## src/rtl/pipeline_stage_skid_if.sv

```systemverilog
// Purpose:
//   Valid/ready stream bundle used on both sides of pipeline_stage_skid.
//   One stream entry is made of a data bundle, a control bundle and a
//   destination-register index. All three always travel together.
// Signals:
//   valid  producer has an entry on the bus this cycle
//   ready  consumer can take the entry this cycle
//   data   payload bundle (DATA_W bits)
//   ctrl   control bundle (CTRL_W bits)
//   rd     destination-register index (RD_W bits)
// Modports:
//   master  the producer side; drives valid/data/ctrl/rd and reads ready
//   slave   the consumer side; reads valid/data/ctrl/rd and drives ready
interface pipeline_stage_skid_if #(
    parameter int DATA_W = 96,
    parameter int CTRL_W = 7,
    parameter int RD_W   = 5
);
    logic              valid;
    logic              ready;
    logic [DATA_W-1:0] data;
    logic [CTRL_W-1:0] ctrl;
    logic [RD_W-1:0]   rd;

    modport master (output valid, output data, output ctrl, output rd, input ready);
    modport slave  (input valid, input data, input ctrl, input rd, output ready);
endinterface

```

## src/rtl/pipeline_stage_skid.sv

```systemverilog
// Purpose:
//   Parametrised valid/ready pipeline stage. It holds up to two entries
//   (head plus skid) when SKID=1, and a single entry when SKID=0. Entries
//   leave strictly in arrival order.
//   A synchronous flush empties the stage. While the stage is empty it
//   presents the NOP control value with zero data and a zero destination
//   index. A saturating counter records the cycles in which the head was
//   stalled by the downstream stage.
// Ports:
//   clk         rising-edge clock
//   rst         synchronous active-high reset; has priority over flush
//   flush       drop every held entry, together with any entry offered
//               in the same cycle
//   upstream    slave side of the incoming stream; ready is driven here
//   downstream  master side of the outgoing stream; it is fed by the head
//               register
//   occupancy   number of held entries (0..2)
//   stall_cnt   cycles with downstream.valid && !downstream.ready && !flush;
//               it saturates at its maximum value
module pipeline_stage_skid #(
    parameter int                DATA_W   = 96,
    parameter int                CTRL_W   = 7,
    parameter int                RD_W     = 5,
    parameter logic [CTRL_W-1:0] NOP_CTRL = 7'b0001000,
    parameter bit                SKID     = 1'b1,
    parameter int                CNT_W    = 16
) (
    input  logic                 clk,
    input  logic                 rst,
    input  logic                 flush,
    pipeline_stage_skid_if.slave  upstream,
    pipeline_stage_skid_if.master downstream,
    output logic [1:0]           occupancy,
    output logic [CNT_W-1:0]     stall_cnt
);

    typedef struct packed {
        logic [DATA_W-1:0] data;
        logic [CTRL_W-1:0] ctrl;
        logic [RD_W-1:0]   rd;
    } entry_t;

    typedef enum logic [1:0] {
        ST_EMPTY = 2'd0,
        ST_FULL  = 2'd1,
        ST_SKID  = 2'd2
    } state_t;

    // Contents of a vacant register. The head drives the outputs directly,
    // so clearing it to this value whenever it empties keeps stale payload
    // off the bus.
    localparam entry_t         NOP_ENTRY = '{data: '0, ctrl: NOP_CTRL, rd: '0};
    localparam logic [CNT_W-1:0] CNT_MAX = '1;

    state_t state;
    entry_t main_q;
    entry_t skid_q;
    entry_t in_entry;
    logic   accept;
    logic   pop;

    assign in_entry = '{data: upstream.data, ctrl: upstream.ctrl, rd: upstream.rd};

    // In two-entry mode, ready depends only on registered state, so
    // downstream back-pressure never reaches upstream combinationally.
    // In single-entry mode, a full stage can still take an entry in the
    // same cycle that the head leaves. That needs a pass-through from
    // downstream.ready.
    always_comb begin
        if (SKID) begin
            upstream.ready = !rst && (state != ST_SKID);
        end else begin
            upstream.ready = !rst && ((state == ST_EMPTY) || downstream.ready);
        end
    end

    assign accept = upstream.valid && upstream.ready;
    assign pop    = downstream.valid && downstream.ready;

    assign downstream.valid = (state != ST_EMPTY);
    assign downstream.data  = main_q.data;
    assign downstream.ctrl  = main_q.ctrl;
    assign downstream.rd    = main_q.rd;

    // Occupancy is decoded from the state.
    always_comb begin
        case (state)
            ST_EMPTY: occupancy = 2'd0;
            ST_FULL:  occupancy = 2'd1;
            ST_SKID:  occupancy = 2'd2;
            default:  occupancy = 2'd0;
        endcase
    end

    // Entry storage and occupancy state. Reset and flush both empty the
    // stage. An entry offered in a flush cycle is discarded.
    // The accept-without-pop move into ST_SKID can only happen when SKID=1.
    // In single-entry mode, a full stage is ready only while the head is
    // being popped.
    always_ff @(posedge clk) begin
        if (rst || flush) begin
            state  <= ST_EMPTY;
            main_q <= NOP_ENTRY;
            skid_q <= NOP_ENTRY;
        end else begin
            case (state)
                ST_EMPTY: begin
                    if (accept) begin
                        main_q <= in_entry;
                        state  <= ST_FULL;
                    end
                end
                ST_FULL: begin
                    if (accept && pop) begin
                        main_q <= in_entry;
                    end else if (accept && SKID) begin
                        skid_q <= in_entry;
                        state  <= ST_SKID;
                    end else if (pop) begin
                        main_q <= NOP_ENTRY;
                        state  <= ST_EMPTY;
                    end
                end
                ST_SKID: begin
                    if (pop) begin
                        main_q <= skid_q;
                        skid_q <= NOP_ENTRY;
                        state  <= ST_FULL;
                    end
                end
                default: begin
                    main_q <= NOP_ENTRY;
                    skid_q <= NOP_ENTRY;
                    state  <= ST_EMPTY;
                end
            endcase
        end
    end

    // Stall counter for performance debug. Only reset clears it. A flush
    // cycle does not count as a stall.
    always_ff @(posedge clk) begin
        if (rst) begin
            stall_cnt <= '0;
        end else if (downstream.valid && !downstream.ready && !flush && (stall_cnt != CNT_MAX)) begin
            stall_cnt <= stall_cnt + 1'b1;
        end
    end

endmodule

```

## src/flat_wrapper.sv

```systemverilog
// flat-port wrapper written by rule: the top's interface ports become plain ports
module pipeline_stage_skid_flat 
#(
    parameter int                DATA_W   = 96,
    parameter int                CTRL_W   = 7,
    parameter int                RD_W     = 5,
    parameter logic [CTRL_W-1:0] NOP_CTRL = 7'b0001000,
    parameter bit                SKID     = 1'b1,
    parameter int                CNT_W    = 16
)
  (clk, rst, flush, occupancy, stall_cnt, upstream_valid, upstream_data, upstream_ctrl, upstream_rd, upstream_ready, downstream_valid, downstream_data, downstream_ctrl, downstream_rd, downstream_ready);
  pipeline_stage_skid_if #(.DATA_W(DATA_W), .CTRL_W(CTRL_W), .RD_W(RD_W)) upstream_i ();
  pipeline_stage_skid_if #(.DATA_W(DATA_W), .CTRL_W(CTRL_W), .RD_W(RD_W)) downstream_i ();
  input  logic clk;
  input  logic rst;
  input  logic flush;
  output logic [1:0] occupancy;
  output logic [CNT_W-1:0] stall_cnt;
  input wire logic [$bits(upstream_i.valid)-1:0] upstream_valid;
  input wire logic [$bits(upstream_i.data)-1:0] upstream_data;
  input wire logic [$bits(upstream_i.ctrl)-1:0] upstream_ctrl;
  input wire logic [$bits(upstream_i.rd)-1:0] upstream_rd;
  output wire logic [$bits(upstream_i.ready)-1:0] upstream_ready;
  output wire logic [$bits(downstream_i.valid)-1:0] downstream_valid;
  output wire logic [$bits(downstream_i.data)-1:0] downstream_data;
  output wire logic [$bits(downstream_i.ctrl)-1:0] downstream_ctrl;
  output wire logic [$bits(downstream_i.rd)-1:0] downstream_rd;
  input wire logic [$bits(downstream_i.ready)-1:0] downstream_ready;
  assign upstream_i.valid = upstream_valid;
  assign upstream_i.data = upstream_data;
  assign upstream_i.ctrl = upstream_ctrl;
  assign upstream_i.rd = upstream_rd;
  assign upstream_ready = upstream_i.ready;
  assign downstream_valid = downstream_i.valid;
  assign downstream_data = downstream_i.data;
  assign downstream_ctrl = downstream_i.ctrl;
  assign downstream_rd = downstream_i.rd;
  assign downstream_i.ready = downstream_ready;
  pipeline_stage_skid #(.DATA_W(DATA_W), .CTRL_W(CTRL_W), .RD_W(RD_W), .NOP_CTRL(NOP_CTRL), .SKID(SKID), .CNT_W(CNT_W)) u_core (.clk(clk), .rst(rst), .flush(flush), .upstream(upstream_i), .downstream(downstream_i), .occupancy(occupancy), .stall_cnt(stall_cnt));
endmodule
```

## config.mk

```make
export PLATFORM = sky130hd
export DESIGN_NAME = pipeline_stage_skid_flat
export DESIGN_NICKNAME = d
export VERILOG_FILES = /design/src/rtl/pipeline_stage_skid_if.sv /design/src/rtl/pipeline_stage_skid.sv /design/src/flat_wrapper.sv
export SDC_FILE = /design/constraint.sdc
export NUM_CORES = 1
export LEC_CHECK = 0
export CAP_MARGIN = 10
export CORE_UTILIZATION = 62
export DETAILED_ROUTE_END_ITERATION = 6
export DONT_BUFFER_PORTS = 1
export PLACE_DENSITY = 0.78
export SLEW_MARGIN = 20
export SYNTH_ARGS = -nofsm -noshare
export SYNTH_HDL_FRONTEND = slang
export SYNTH_SLANG_ARGS = --single-unit
```

## constraint.sdc

```tcl
create_clock -name clk -period 3.75 [get_ports clk]
set_clock_uncertainty 0.2 [all_clocks]
set_input_delay 0.375 -clock clk [delete_from_list [all_inputs] [get_ports clk]]
set_output_delay 0.375 -clock clk [all_outputs]
set_load 0.005 [all_outputs]
```

clock_wires.png
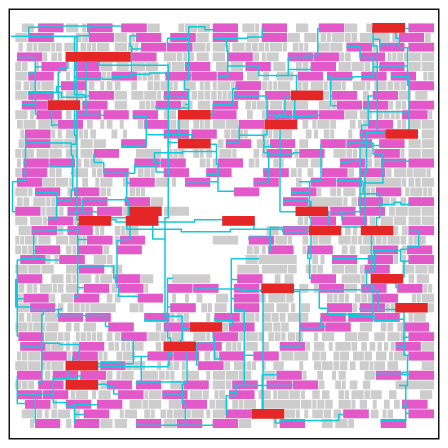
[cyan] clock wires | length: 2560 um
[red] clock-net drivers | count: 24
[magenta] flip-flops | count: 234
routed clock nets: 25

ff_map.png
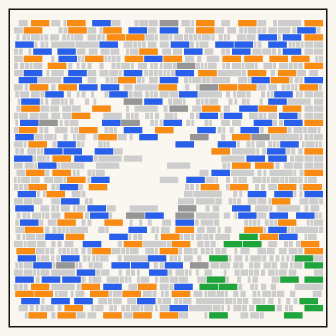
[orange] `u_core.downstream.data` | placed flops: 96 | where: spread over the die
[blue] `u_core.skid_q` | placed flops: 108 | where: spread over the die
[green] `u_core.stall_cnt` | placed flops: 16 | where: bottom right
not coloured: 14

congestion_map.png
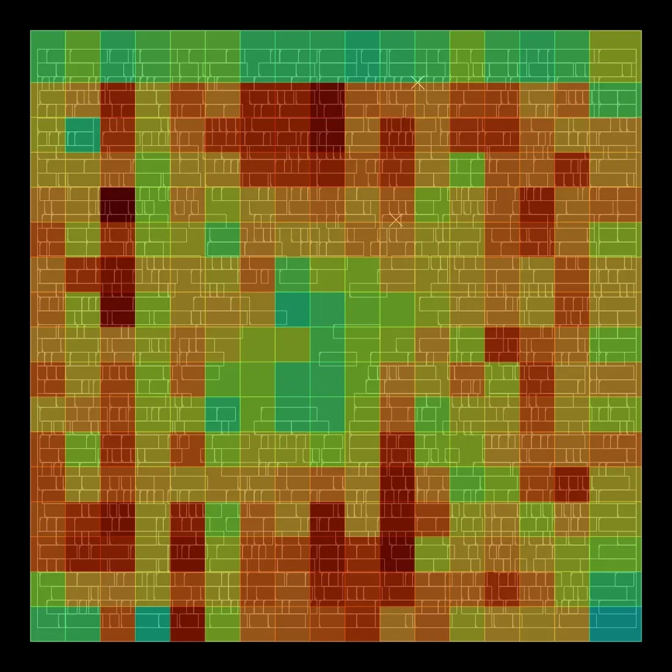
global-route layer with the greatest usage: met2
met3 capacity usage during global routing: 9.81%
total routing resource utilization after global routing: 33.7%
utilization after layout: 79.2%

[registers in the layout, summed over array words and instances (netlist names)]
| signal | flops |
|---|---|
| u_core.downstream.ctrl | 7 |
| u_core.state | 2 |
| u_core.stall_cnt | 16 |
| u_core.skid_q | 108 |
| u_core.downstream.rd | 5 |
| u_core.downstream.data | 96 |
[power by group through the flow]
stage	clock, mW	combinational [mW]	sequential [mW]
2_1_floorplan	0	0.205	2.59
3_3_place_gp	0	0.236	2.59
3_5_place_dp	0	0.244	2.60
4_1_cts	2.61	0.361	2.54
5_1_grt	2.73	0.401	2.54
6_report	2.62	0.377	2.54
[metrics by stage]
stage	instance area, um2	utilization, %
3_3_place_gp	8700	64.4
2_1_floorplan	8730	-
3_5_place_dp	8700	64.4
4_1_cts	10700	79.1
5_1_grt	10700	79.2
6_report	10700	79.2
==> run summary <==
Figures from the implementation reports.

- The flow ran to the end, but the final reports show violations.
- The synthesis-to-finish area growth is 22.6%.
- The share of final-layout standard cells stronger than drive strength 1 is 5.96%.
- The well-tap cell count is 176.
- The CTS buffer count reads 24.
- After floorplanning, the core was divided into roughly 42 placement rows.
- The synthesized area reads 8730 um2.
- The static leakage reads between 3 and 4 nW.
- According to the I/O placement log, the pin count is 241.
- The final weighted congestion in routability-driven placement reads 0.872.
- The flip-flop and latch share of the layout cell area is a little over two fifths.
- The number of antenna violations at the first check in global routing is 0.
- The DRC violation total left in the routed layout is recorded as 6.
- The routed wirelength normalized by instance count is roughly 21 um.
- The met1 track demand over resource in global routing reads 39.0%.
- The most common cell in the synthesized netlist is dfxtp_1.
- The chip area line in the Yosys stat output reads 8730 um2.
- The count of H-tree levels built during CTS reads 1.
- The number of logic gates reads 641.
- The mux share of post-synthesis cell area reads 0.588%.
- The number of buffer and inverter stages on the critical path reads 1.
- TritonCTS reports the number of clock sinks as 234.
- Among the non-sequential cells, AND-OR/OR-AND gates take the most area.
- Setup repair after global routing left no endpoint under its margin.
- For hold timing, the worst endpoint is u_core.state[0].
- The count of flip-flops with a built-in enable after synthesis reads 0.
- The switching component of the power reads about 1.2 mW.
- The number of placed instances with taps included reads approximately 1.1k.
- The timing startpoint of the critical path is u_core.state[0].
- The worst slack after detailed placement reads between 0.7 and 0.8 ns.
- The maximum resistive drop on vdd reads around 400 uV.
- The via count of the first global-routing pass reads 7958.
- The register area is 4680 um2.
- The critical path class is reg2reg.
- The vertical die dimension reads 121 um.
- Per the timing report, the achievable frequency comes out to between 0.3 and 0.4 GHz.
- The final reports fail on design-rule violations.
- Leaving out fill and tap cells, the most frequent cells in the layout are dfxtp_1, nor2_1, nand3_1.
- By instance count after routing, the leading logic cell type is dfxtp_1.
- The final critical-path share of the clock period reads about 78%.
Power and IR drop assume default switching activity.
